run_1/congestion.png
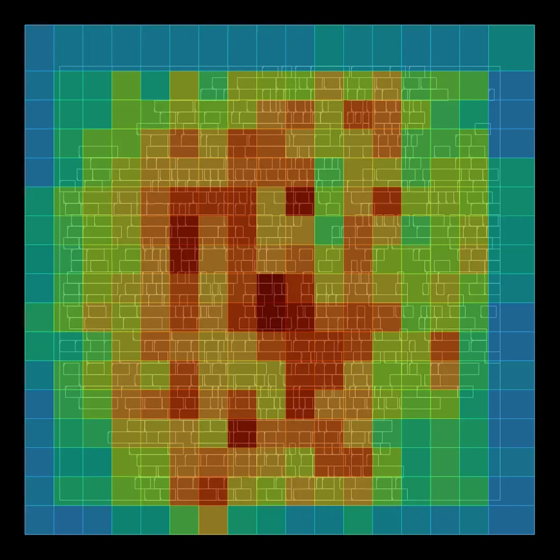
run_1/logic_types.png
The bar under the picture is 20 um long.
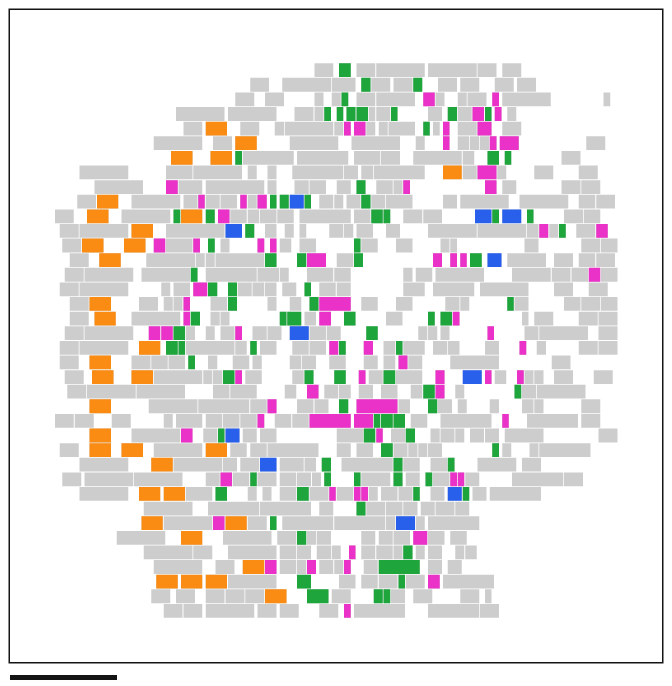
run_1/layer_met1.png
The bar under the picture is 20 um long. Supply wires on this layer in grey.
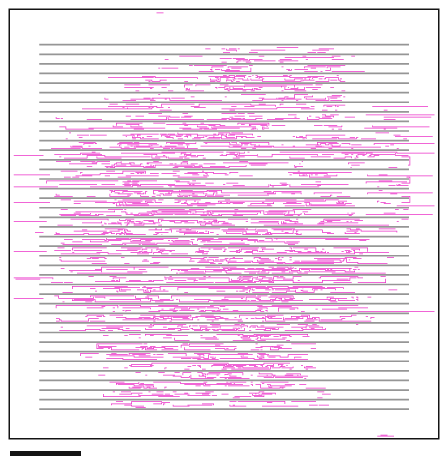
[src/rtl/run_controller_if.sv]
// rtl/run_controller_if.sv - host load stream and instruction-memory write port bundle
//
// Signals:
//   load_valid/load_ready/load_data/load_last : program word stream, host -> controller
//   imem_we/imem_addr/imem_wdata              : instruction memory write port, controller -> memory
// Modports:
//   master : host side (drives the load stream, observes the write port)
//   slave  : controller side
interface run_controller_if #(
    parameter int PC_W    = 8,
    parameter int INSTR_W = 16
);
    logic               load_valid;
    logic               load_ready;
    logic [INSTR_W-1:0] load_data;
    logic               load_last;
    logic               imem_we;
    logic [PC_W-1:0]    imem_addr;
    logic [INSTR_W-1:0] imem_wdata;

    modport master (
        output load_valid, load_data, load_last,
        input  load_ready, imem_we, imem_addr, imem_wdata
    );

    modport slave (
        input  load_valid, load_data, load_last,
        output load_ready, imem_we, imem_addr, imem_wdata
    );
endinterface

[src/rtl/run_controller.sv]
// rtl/run_controller.sv - program loader and run sequencer for the processor core
//
// Ports:
//   clk, rst                 : clock, asynchronous active-high reset
//   bus (slave)              : load stream in, instruction memory write port out
//   start, abort             : single-cycle run / stop requests
//   cycle_limit              : run budget, 0 = unlimited, captured when a start is accepted
//   core_rst                 : reset to the core, low only while running
//   program_counter,
//   next_program_counter     : core PCs, equal values mean the program jumped to itself
//   busy, done, halted       : status; halted qualifies done
//   load_err                 : last load ran past the top of instruction memory
//   cycles                   : RUN cycles of the current or last run, saturating
module run_controller #(
    parameter int PC_W    = 8,
    parameter int INSTR_W = 16,
    parameter int CYC_W   = 32
) (
    input  logic             clk,
    input  logic             rst,
    run_controller_if.slave  bus,
    input  logic             start,
    input  logic             abort,
    input  logic [CYC_W-1:0] cycle_limit,
    output logic             core_rst,
    input  logic [PC_W-1:0]  program_counter,
    input  logic [PC_W-1:0]  next_program_counter,
    output logic             busy,
    output logic             done,
    output logic             halted,
    output logic             load_err,
    output logic [CYC_W-1:0] cycles
);

    typedef enum logic [2:0] {
        S_IDLE  = 3'd0,
        S_LOAD  = 3'd1,
        S_PRIME = 3'd2,
        S_RUN   = 3'd3,
        S_DONE  = 3'd4
    } state_t;

    // Highest even address; a word accepted here without load_last overflows.
    localparam logic [PC_W-1:0] TOP_ADDR = ~PC_W'(1);

    state_t             state;
    state_t             state_nxt;
    logic [PC_W-1:0]    wr_addr;
    logic [CYC_W-1:0]   limit_q;
    logic [CYC_W-1:0]   cycles_q;
    logic               done_q;
    logic               halted_q;
    logic               load_err_q;

    logic               load_ready_c;
    logic               accept;
    logic               start_ok;
    logic               at_top;
    logic               halt_hit;
    logic               limit_hit;
    logic               run_exit;
    logic [CYC_W:0]     cycles_inc;
    logic [INSTR_W-1:0] wdata;

    assign accept     = bus.load_valid & load_ready_c;
    // A word accepted in the same cycle takes precedence over start.
    assign start_ok   = start & ~accept & ((state == S_IDLE) | (state == S_DONE));
    assign at_top     = (wr_addr == TOP_ADDR);
    assign halt_hit   = (next_program_counter == program_counter);
    // One bit wider so the limit compare and the saturation test share the sum.
    assign cycles_inc = {1'b0, cycles_q} + (CYC_W+1)'(1);
    assign limit_hit  = (limit_q != '0) && (cycles_inc == {1'b0, limit_q});
    assign run_exit   = abort | halt_hit | limit_hit;

    // State register
    always_ff @(posedge clk or posedge rst) begin
        if (rst) begin
            state <= S_IDLE;
        end else begin
            state <= state_nxt;
        end
    end

    // Next-state logic
    always_comb begin
        state_nxt = state;
        unique case (state)
            S_IDLE, S_DONE: begin
                if (accept) begin
                    state_nxt = bus.load_last ? S_IDLE : S_LOAD;
                end else if (start) begin
                    state_nxt = S_PRIME;
                end
            end
            S_LOAD: begin
                if (accept && (bus.load_last || at_top)) begin
                    state_nxt = S_IDLE;
                end
            end
            S_PRIME: state_nxt = S_RUN;
            S_RUN: begin
                if (run_exit) begin
                    state_nxt = S_DONE;
                end
            end
            default: state_nxt = S_IDLE;
        endcase
    end

    // Output logic
    always_comb begin
        core_rst     = 1'b1;
        load_ready_c = 1'b0;
        busy         = 1'b0;
        unique case (state)
            S_IDLE:  load_ready_c = 1'b1;
            S_LOAD: begin
                load_ready_c = 1'b1;
                busy         = 1'b1;
            end
            S_PRIME: busy = 1'b1;
            S_RUN: begin
                core_rst = 1'b0;
                busy     = 1'b1;
            end
            S_DONE:  load_ready_c = 1'b1;
            default: load_ready_c = 1'b0;
        endcase
    end

    assign wdata          = bus.load_data;
    assign bus.load_ready = load_ready_c;
    assign bus.imem_we    = accept;
    assign bus.imem_addr  = wr_addr;
    assign bus.imem_wdata = wdata;

    // Address, status and cycle counter registers
    always_ff @(posedge clk or posedge rst) begin
        if (rst) begin
            wr_addr    <= '0;
            limit_q    <= '0;
            cycles_q   <= '0;
            done_q     <= 1'b0;
            halted_q   <= 1'b0;
            load_err_q <= 1'b0;
        end else begin
            if (accept) begin
                // wr_addr is 0 outside LOAD, so the first word lands at 0 and
                // the next one at 2; any exit from LOAD returns it to 0.
                wr_addr <= (state_nxt == S_LOAD) ? wr_addr + PC_W'(2) : '0;
            end

            if (accept && (state != S_LOAD)) begin
                load_err_q <= 1'b0;
            end else if (accept && at_top && !bus.load_last) begin
                load_err_q <= 1'b1;
            end

            if (accept && (state == S_DONE)) begin
                done_q   <= 1'b0;
                halted_q <= 1'b0;
            end

            if (start_ok) begin
                limit_q  <= cycle_limit;
                done_q   <= 1'b0;
                halted_q <= 1'b0;
            end

            if (state == S_PRIME) begin
                cycles_q <= '0;
                done_q   <= 1'b0;
                halted_q <= 1'b0;
            end

            if (state == S_RUN) begin
                cycles_q <= cycles_inc[CYC_W] ? cycles_q : cycles_inc[CYC_W-1:0];
                if (run_exit) begin
                    done_q   <= 1'b1;
                    // abort outranks a simultaneous halt
                    halted_q <= ~abort & halt_hit;
                end
            end
        end
    end

    assign done     = done_q;
    assign halted   = halted_q;
    assign load_err = load_err_q;
    assign cycles   = cycles_q;

endmodule

[src/flat_wrapper.sv]
// flat-port wrapper written by rule: the top's interface ports become plain ports
module run_controller_flat 
#(
    parameter int PC_W    = 8,
    parameter int INSTR_W = 16,
    parameter int CYC_W   = 32
)
  (clk, rst, start, abort, cycle_limit, core_rst, program_counter, next_program_counter, busy, done, halted, load_err, cycles, bus_load_valid, bus_load_data, bus_load_last, bus_load_ready, bus_imem_we, bus_imem_addr, bus_imem_wdata);
  run_controller_if #(.PC_W(PC_W), .INSTR_W(INSTR_W)) bus_i ();
  input  logic clk;
  input  logic rst;
  input  logic start;
  input  logic abort;
  input  logic [CYC_W-1:0] cycle_limit;
  output logic core_rst;
  input  logic [PC_W-1:0] program_counter;
  input  logic [PC_W-1:0] next_program_counter;
  output logic busy;
  output logic done;
  output logic halted;
  output logic load_err;
  output logic [CYC_W-1:0] cycles;
  input wire logic [$bits(bus_i.load_valid)-1:0] bus_load_valid;
  input wire logic [$bits(bus_i.load_data)-1:0] bus_load_data;
  input wire logic [$bits(bus_i.load_last)-1:0] bus_load_last;
  output wire logic [$bits(bus_i.load_ready)-1:0] bus_load_ready;
  output wire logic [$bits(bus_i.imem_we)-1:0] bus_imem_we;
  output wire logic [$bits(bus_i.imem_addr)-1:0] bus_imem_addr;
  output wire logic [$bits(bus_i.imem_wdata)-1:0] bus_imem_wdata;
  assign bus_i.load_valid = bus_load_valid;
  assign bus_i.load_data = bus_load_data;
  assign bus_i.load_last = bus_load_last;
  assign bus_load_ready = bus_i.load_ready;
  assign bus_imem_we = bus_i.imem_we;
  assign bus_imem_addr = bus_i.imem_addr;
  assign bus_imem_wdata = bus_i.imem_wdata;
  run_controller #(.PC_W(PC_W), .INSTR_W(INSTR_W), .CYC_W(CYC_W)) u_core (.clk(clk), .rst(rst), .bus(bus_i), .start(start), .abort(abort), .cycle_limit(cycle_limit), .core_rst(core_rst), .program_counter(program_counter), .next_program_counter(next_program_counter), .busy(busy), .done(done), .halted(halted), .load_err(load_err), .cycles(cycles));
endmodule
[config.mk]
export PLATFORM = sky130hd
export DESIGN_NAME = run_controller_flat
export DESIGN_NICKNAME = d
export VERILOG_FILES = /design/src/rtl/run_controller_if.sv /design/src/rtl/run_controller.sv /design/src/flat_wrapper.sv
export SDC_FILE = /design/constraint.sdc
export NUM_CORES = 1
export LEC_CHECK = 0
export CAP_MARGIN = 15
export CORE_MARGIN = 8
export CORE_UTILIZATION = 45
export CTS_CLUSTER_SIZE = 24
export DETAILED_ROUTE_END_ITERATION = 10
export PLACE_DENSITY = 0.86
export SLEW_MARGIN = 15
export SYNTH_ARGS = -nofsm -noshare
export SYNTH_HDL_FRONTEND = slang
export SYNTH_SLANG_ARGS = --single-unit
[constraint.sdc]
create_clock -name clk -period 3 [get_ports clk]
set_clock_uncertainty 0.1 [all_clocks]
set_input_delay 0.6 -clock clk [delete_from_list [all_inputs] [get_ports clk]]
set_output_delay 0.6 -clock clk [all_outputs]
set_load 0.05 [all_outputs]
==> results.py, run 1 <==
# Synthesis and PnR figures
metrics = {
    "clock_network": {
        "clock_path_buffers": 2,
        "htree_levels": 3,
        "insertion_delay_ns": 0.36,
        "cts_root_buf": "clkbuf_8",
        "clk_pin_slew_ns": 0.08,
        "cts_made_buffers": 9,
        "clock_sinks": 77,
        "cts_tree": "yes",
        "hold_buffers": 0,
    },
    "cells_and_area": {
        "lay_top_count": "clkdlybuf4s50_1",
        "drive_gt1_share_pct": 20.4,
        "area_growth_pct": 31.8,
        "diodes": 0,
        "fillerInstances": 903,
        "final_cell_mix": "98 x clkdlybuf4s50_1, 55 x dfrtp_1, 49 x o21ai_0, 41 x nand2_1, 39 x buf_4",
        "flop_area_mm2": 0.00195,
        "logic_area_mm2": 0.00282,
        "final_nets": 724,
    },
    "yosys": {
        "synth-seq-cells": 77,
        "synth-warning-count": 0,
        "synthArstFlopShare_pct": 100,
        "synth.area.top_cells": "dfrtp_1 39%, mux2_2 7.4%, xnor2_1 5.4%",
        "ys_chip_area_mm2": 0.00499,
        "edf_count": 0,
        "syn_avg_cell_area_um2": 9.13,
        "yosys.area.top_type_share_pct": 38.6,
        "synth_area_mm2": 0.00499,
        "synth_top_flop_cell": "dfrtp_1",
        "ys_types": 57,
        "netlist_instances": 547,
        "yosysCellCount": 547,
        "largest_area_cell": "dfrtp_1",
        "seq_area_frac_synth_pct": 38.6,
        "floorplan.nets": 619,
    },
    "routing": {
        "dr.first_iter.drc_count": 416,
        "drtPass1Iterations": 5,
        "avgViaCountPerCell": 5.88,
        "drcViolationCount": 0,
        "ant_nets": 0,
    },
    "worst_setup_path": {
        "cp_data_arrival_time_ns": 2.99,
        "cp-startpoint": "u_core.cycles[2]$_DFFE_PP0P_",
        "start_kind": "flop",
        "rr_worst_depth": 9,
        "cp-end-kind": "flop",
        "worstSetupPathType": "flop to flop",
        "reg2reg_to": "u_core.done$_DFF_PP0_",
        "cp_max_fo": 10,
        "critPathRequiredTime_ns": 3.15,
        "r2r-start": "u_core.cycles[2]$_DFFE_PP0P_",
        "r2r_slack_ns": 0.15,
    },
    "timing": {
        "slew_headroom_pct": 60.3,
        "setup_viol": 0,
        "fin_ws_ns": 0.154,
        "setup_tns_ns": 0,
        "tightest_slew_ns": 0.593,
        "period_used_pct": 94.9,
        "slew_viol_final": 0,
        "period_needed_ns": 2.85,
        "hold_violations": 0,
        "timing.fmax_ghz": 0.351,
    },
    "global_routing": {
        "grt_antenna_before_repair": 0,
        "grt_pass1_wl_um": 24200,
        "grt_overflow": 0,
        "grt_pass1_vias": 4512,
        "grt_max_degree": 34,
    },
    "min_path": {
        "hold_class": "flop to flop",
        "min_delay_worst_endpoint": "u_core.done$_DFF_PP0_",
        "hold_path_depth": 1,
        "hp-start": "u_core.done$_DFF_PP0_",
    },
    "floorplan": {
        "core_region_area_mm2": 0.0108,
        "ios": 133,
        "die_h_um": 121,
        "die_x_um": 121,
        "initial_core_util_pct": 46.1,
        "fp-row-count": 38,
        "die-area_mm2": 0.0147,
    },
    "placement": {
        "numPortBuffers": 99,
        "dp_hpwl_um": 12000,
        "gp_congestion": 1.03,
        "pre_cts_ws_ns": 0.0829,
    },
    "power_and_ir_drop": {
        "p_leak_nw": 2.59,
        "powerDensity_mw_per_mm2": 698,
        "ir_drop_mv": 0.414,
    },
    "run_status": {
        "outcome": "complete, no violations",
    },
    "flow_run": {
        "max_cap_viol_count": 0,
        "warning_count": 26,
    },
}
## Picture notes: congestion.png
met2 usage: 30.8%
DR WL/cell: 19.4 um
GR met1 Demand/Resource: 28.2%
total track usage: 20.7%
routing usage on met3: 4.61%

## Picture notes: logic_types.png
Key: magenta = nor cells [cells 73]; orange = mux cells [cells 34, where a column on the left]; blue = non-inverting ao/oa cells [cells 11]; green = nand cells [cells 93]

## Picture notes: layer_met1.png
The layer carries 6730 um of wire. The wires run mostly horizontal. The layer holds 44% of the routed length. 654 nets have wire on it. The longest straight run is 35.4 um.
DR vias: 4690
Post-Route WL: 15400 um

==> run 1: critical path: stages, from the launching register on <==
cell	delay [ns]
dfrtp_2	0.36
buf_4	0.15
nand4_1	0.26
nor4_4	0.37
and3_4	0.26
mux2_2	0.33
o31ai_1	0.23
a22o_1	0.29
o31ai_4	0.12
a32o_1	0.27
==> run 1: sequential cells by signal, summed over array words and instances (netlist names) <==
name and count:
u_core.cycles 32, u_core.limit_q 32, u_core.done 1, u_core.bus.imem_addr 7, u_core.halted 1, u_core.state 3, u_core.load_err 1
==> run 1: cell usage after synthesis (2+ instances only) <==
cell      instances
a22o_1            2
or3_1             5
nor3_1           13
dfrtp_1          77
a21oi_1          23
and3b_1           2
ha_1              2
nand3_1          27
o21ai_0          49
a31oi_1           3
and2_1            3
nor2b_1           6
a21o_1            4
nor4_4            2
buf_2            11
o211ai_1          3
and3_1           11
mux2_2           33
buf_4            20
or2_2             3
xnor2_1          31
o21bai_1          3
nand2b_1          4
inv_1             6
nand4_1          17
nor4_1           12
a211oi_1          2
nor2_1           35
nor3b_1           3
nand3b_1          2
o31ai_1          20
xor2_1           25
and4_1            6
clkbuf_1         17
o41ai_1           3
nand2_1          41
==> run 1: final cells by class <==
class | instances | share of cell area, %
Tap cell | 140 | 2.66
Inverter | 6 | 0.342
Multi-Input combinational cell | 416 | 42.9
Timing Repair Buffer | 142 | 20.9
Clock buffer | 11 | 2.30
Sequential cell | 77 | 29.7
Clock inverter | 5 | 1.25
==> run 1: what timing repair did <==
action                                  4_1_cts  5_1_grt
gates resized                                 0        6
setup buffers                                 0        4
endpoints found under the setup margin        0        5
==> run 1: worst max path at each step <==
| stage | end | slack, ns | cells after the start |
|---|---|---|---|
| detailed placement | u_core.done$_DFF_PP0_ | 0.08 | 9 |
| global route | u_core.done$_DFF_PP0_ | -0.02 | 9 |
| floorplan | u_core.done$_DFF_PP0_ | 0.01 | 9 |
| global placement | u_core.done$_DFF_PP0_ | 0.10 | 9 |
| CTS | u_core.done$_DFF_PP0_ | 0.06 | 8 |
| finish | u_core.done$_DFF_PP0_ | 0.15 | 9 |
==> run 1: layer usage <==
metal  vias to the layer above  track usage [%]  wire length [um]
li1                       2184                -                 -
met1                      2219             28.2              6730
met2                       250             30.8              6920
met3                        37             4.61              1360
met4                         0             8.94               429
met5                         -                0                 0
==> run 1: where the power goes <==
group	total, mW	internal (mW)	switching (mW)
clock network	0.918	0.514	0.404
registers	1.72	1.32	0.407
logic	1.95	0.925	1.03
total	4.59	2.75	1.84
==> run 1: per-stage QoR <==
stage	instance area [um^2]	power (mW)	hold slack [ns]	std cells	util [%]
4_1_cts	6530	4.58	0.415	793	60.2
6_report	6580	4.59	0.405	797	60.7
5_1_grt	6580	4.86	0.451	797	60.7
2_1_floorplan	5060	3.00	0.424	547	-
3_5_place_dp	6290	3.66	0.396	777	58.0
3_3_place_gp	6290	3.61	0.390	777	58.0
==> run 1: kinds of logic after synthesis <==
group                      synth area share, %
AOI/OAI and AO/OA                         15.4
xor gates and xnor gates                  9.82
adders and majority gates                0.501
buffers and inverters                     5.84
DFF                                       38.6
muxes                                     7.64
other                                   0.0751
and+or+nand+nor                           22.2
==> run 1 -> run 2 <==
- CORE_MARGIN: 8 -> 1.5
- CORE_UTILIZATION: 45 -> 53
- PLACE_DENSITY: 0.86 -> 0.94
- clock period: 3 -> 3.3 ns (I/O delays scaled with it)
run_2/layer_met3.png
The bar under the picture is 20 um long. Cells faint in the background.
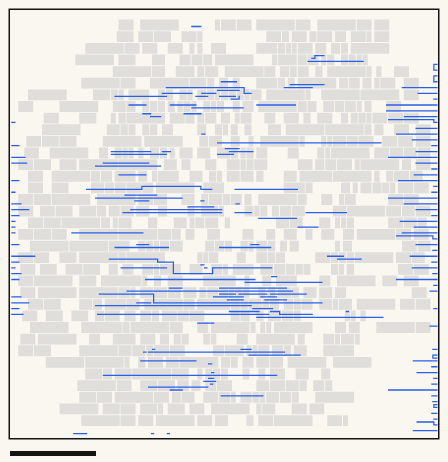
The layer carries 1260 um of wire. The wires run mostly horizontal. The longest straight run is 40.5 um. The layer holds 8.9% of the routed length.
Post-Route WL: 14300 um
DR vias: 4647

==> run 2 against run 1 <==
Compared with the run above:
- worst setup slack improved by 0.054 ns
- maximum frequency decreased by 8.0%
- synthesized area is the same
- cell count shrank 6.0%
- power decreased by 13%
- clock power decreased by 22%
- utilization rose by 7.3 points
- sequential share of layout area rose by 1.1 points
- first-iteration DRC count is 10% lower
- register-to-register slack improved by 0.05 ns
- critical path type unchanged
==> results.py, run 2 <==
# Synthesis and PnR figures
metrics = {
    "power_and_ir_drop": {
        "powerDensity_mw_per_mm2": 641,
        "p_leak_nw": 2.48,
        "netSwitchingFraction_pct": 42.3,
        "ir_drop_mv": 0.403,
        "p_int_mw": 2.31,
        "clkPwrFrac_pct": 17.8,
        "sequentialPowerShare_pct": 39.1,
        "switchingPower_mw": 1.70,
        "power_mw": 4.01,
        "power_frac_comb_pct": 43.1,
    },
    "global_routing": {
        "grt_overflow": 0,
        "grt_use_total_pct": 29.3,
        "grt_antenna_before_repair": 0,
        "grt_max_degree": 34,
        "grt_pass1_wl_um": 22700,
        "grt_pass1_vias": 4393,
    },
    "clock_network": {
        "cts_tree": "yes",
        "clock_sinks": 77,
        "insertion_delay_ns": 0.37,
        "clock_path_buffers": 2,
        "htree_levels": 3,
        "cts_made_buffers": 9,
        "cts_root_buf": "clkbuf_8",
        "clk_pin_slew_ns": 0.09,
        "hold_buffers": 0,
    },
    "placement": {
        "numPortBuffers": 99,
        "dpl_cell_area_mm2": 0.00605,
        "gp_congestion": 1.05,
        "dp_hpwl_um": 10900,
    },
    "timing": {
        "period_used_pct": 93.7,
        "tightest_slew_ns": 0.547,
        "rsz0062_at_grt": "no",
        "period_needed_ns": 3.09,
        "slew_headroom_pct": 63.4,
        "hold_violations": 0,
        "timing.fmax_ghz": 0.323,
        "setup_viol": 0,
        "slew_viol_final": 0,
        "setup_tns_ns": 0,
    },
    "yosys": {
        "edf_count": 0,
        "synth_area_mm2": 0.00499,
        "synth-warning-count": 0,
        "yosys.area.top_type_share_pct": 38.6,
        "ys_chip_area_mm2": 0.00499,
        "yosysCellCount": 547,
        "syn_avg_cell_area_um2": 9.13,
        "synth_top_flop_cell": "dfrtp_1",
        "largest_area_cell": "dfrtp_1",
        "synth-seq-cells": 77,
        "topCombFamilyByArea": "simple AND/OR/NAND/NOR gates",
        "common_cells": "77 x dfrtp_1, 49 x o21ai_0, 41 x nand2_1, 35 x nor2_1, 33 x mux2_2",
        "seq_area_frac_synth_pct": 38.6,
        "xor_share_pct": 9.82,
        "synth.area.top_cells": "dfrtp_1 39%, mux2_2 7.4%, xnor2_1 5.4%",
        "mux_area_share_pct": 7.64,
        "ys_types": 57,
        "synthArstFlopShare_pct": 100,
        "floorplan.nets": 619,
        "netlist_instances": 547,
        "top_cell": "dfrtp_1",
        "ys_sh_simple_pct": 22.2,
        "aoi_share_pct": 15.4,
        "synth-adder-area-share_pct": 0.501,
    },
    "floorplan": {
        "fp-row-count": 35,
        "die-area_mm2": 0.0100,
        "ios": 133,
        "die_x_um": 100,
        "die_h_um": 100,
        "core_region_area_mm2": 0.00920,
        "initial_core_util_pct": 54.3,
    },
    "min_path": {
        "hold_class": "flop to flop",
        "hp-start": "u_core.done$_DFF_PP0_",
    },
    "cells_and_area": {
        "lay_top_count": "clkdlybuf4s50_1",
        "area_growth_pct": 25.3,
        "final_cell_mix": "98 x clkdlybuf4s50_1, 75 x dfrtp_1, 49 x o21ai_0, 41 x nand2_1, 35 x nor2_1",
        "finalInstanceArea_mm2": 0.00626,
        "final_nets": 705,
        "fillerInstances": 701,
        "diodes": 0,
        "drive_gt1_share_pct": 14.4,
    },
    "worst_setup_path": {
        "critPathRequiredTime_ns": 3.50,
        "worstSetupPathType": "flop to flop",
        "rr_worst_depth": 8,
        "r2r_slack_ns": 0.21,
        "start_kind": "flop",
        "cp_max_fo": 8,
        "crit_end": "u_core.done$_DFF_PP0_",
        "cp-end-kind": "flop",
        "reg2reg_to": "u_core.done$_DFF_PP0_",
        "cp-startpoint": "u_core.cycles[3]$_DFFE_PP0P_",
        "cp_data_arrival_time_ns": 3.29,
        "r2r-start": "u_core.cycles[3]$_DFFE_PP0P_",
    },
    "flow_run": {
        "max_cap_viol_count": 0,
        "warning_count": 26,
    },
    "routing": {
        "drtPass1Iterations": 5,
        "avgViaCountPerCell": 6.20,
        "dr.first_iter.drc_count": 374,
        "wl_per_cell_um": 19.1,
        "drcViolationCount": 0,
        "ant_nets": 0,
    },
    "run_status": {
        "outcome": "complete, no violations",
    },
}
run 2: cell types whose count changed in the layout (fill, tap and decap cells not counted), moves of 2 or more:
cell / before / now
dfrtp_1: 55 / 75
bufinv_16: 2 / 0
nor3_1: 10 / 12
dfrtp_2: 22 / 2
buf_4: 39 / 24
buf_12: 5 / 1
run 2: through the flow:
step | setup WS (ns) | hold WS [ns] | cells | utilization [%]
after floorplan | 0.0833 | 0.424 | 547 | -
after global placement | 0.304 | 0.384 | 733 | 65.8
after detailed placement | 0.228 | 0.394 | 733 | 65.8
after CTS | 0.189 | 0.411 | 749 | 67.9
after global routing | 0.0565 | 0.452 | 749 | 68.1
final | 0.209 | 0.413 | 749 | 68.1
run 2: cell type report:
type                            instances  area [um^2]  area share, %
Clock inverter                          4         28.8          0.460
Sequential cell                        77         1930           30.8
Tap cell                              111          139           2.22
Inverter                                6         22.5          0.360
Multi-Input combinational cell        416         2790           44.6
Timing Repair Buffer                  123         1180           18.9
Clock buffer                           12          165           2.64
run 2: critical path: stages, from the launching register on:
cell and delay, ns:
dfrtp_1 0.50, and4_2 0.38, nand2_1 0.13, or4_1 0.60, xor2_1 0.15, o21ai_0 0.09, or4_4 0.56, o31ai_4 0.31
a32o_1 0.19
run 2: cell families after synthesis:
| family | Yosys count |
|---|---|
| muxes | 34 |
| buffers and inverters | 54 |
| other | 1 |
| adders and majority gates | 2 |
| AOI/OAI and AO/OA | 122 |
| DFF | 77 |
| xor gates and xnor gates | 56 |
| and+or+nand+nor | 201 |
run 2: how the worst min path moves through the flow:
stage | cells past startpoint | to
6_report | 1 | u_core.done$_DFF_PP0_
5_1_grt | 1 | u_core.done$_DFF_PP0_
4_1_cts | 1 | u_core.done$_DFF_PP0_
3_5_place_dp | 1 | u_core.done$_DFF_PP0_
3_3_place_gp | 1 | u_core.done$_DFF_PP0_
2_1_floorplan | 1 | u_core.limit_q[13]$_DFFE_PP0P_
run 2: per-layer routing:
layer | share of wire (%) | wire length (um) | global-route usage, % | up-vias
li1 | - | - | - | 2141
met2 | 46 | 6570 | 45.8 | 251
met1 | 42 | 6070 | 39.6 | 2215
met4 | 2.7 | 384 | 11.7 | 0
met5 | 0 | 0 | 0 | -
met3 | 8.8 | 1260 | 6.69 | 40
run 2: repair_timing:
item | in CTS | in global routing
endpoints found under the setup margin | 0 | 5
resized | 0 | 4
buffers inserted | 0 | 0
run 2: power by group through the flow:
stage	combinational, mW	clock, mW	sequential (mW)
2_1_floorplan	1.18	0	1.55
3_3_place_gp	1.65	0	1.55
3_5_place_dp	1.70	0	1.57
4_1_cts	1.71	0.715	1.55
5_1_grt	1.87	0.754	1.60
6_report	1.73	0.714	1.57
Power is estimated from default activity; no workload was simulated.
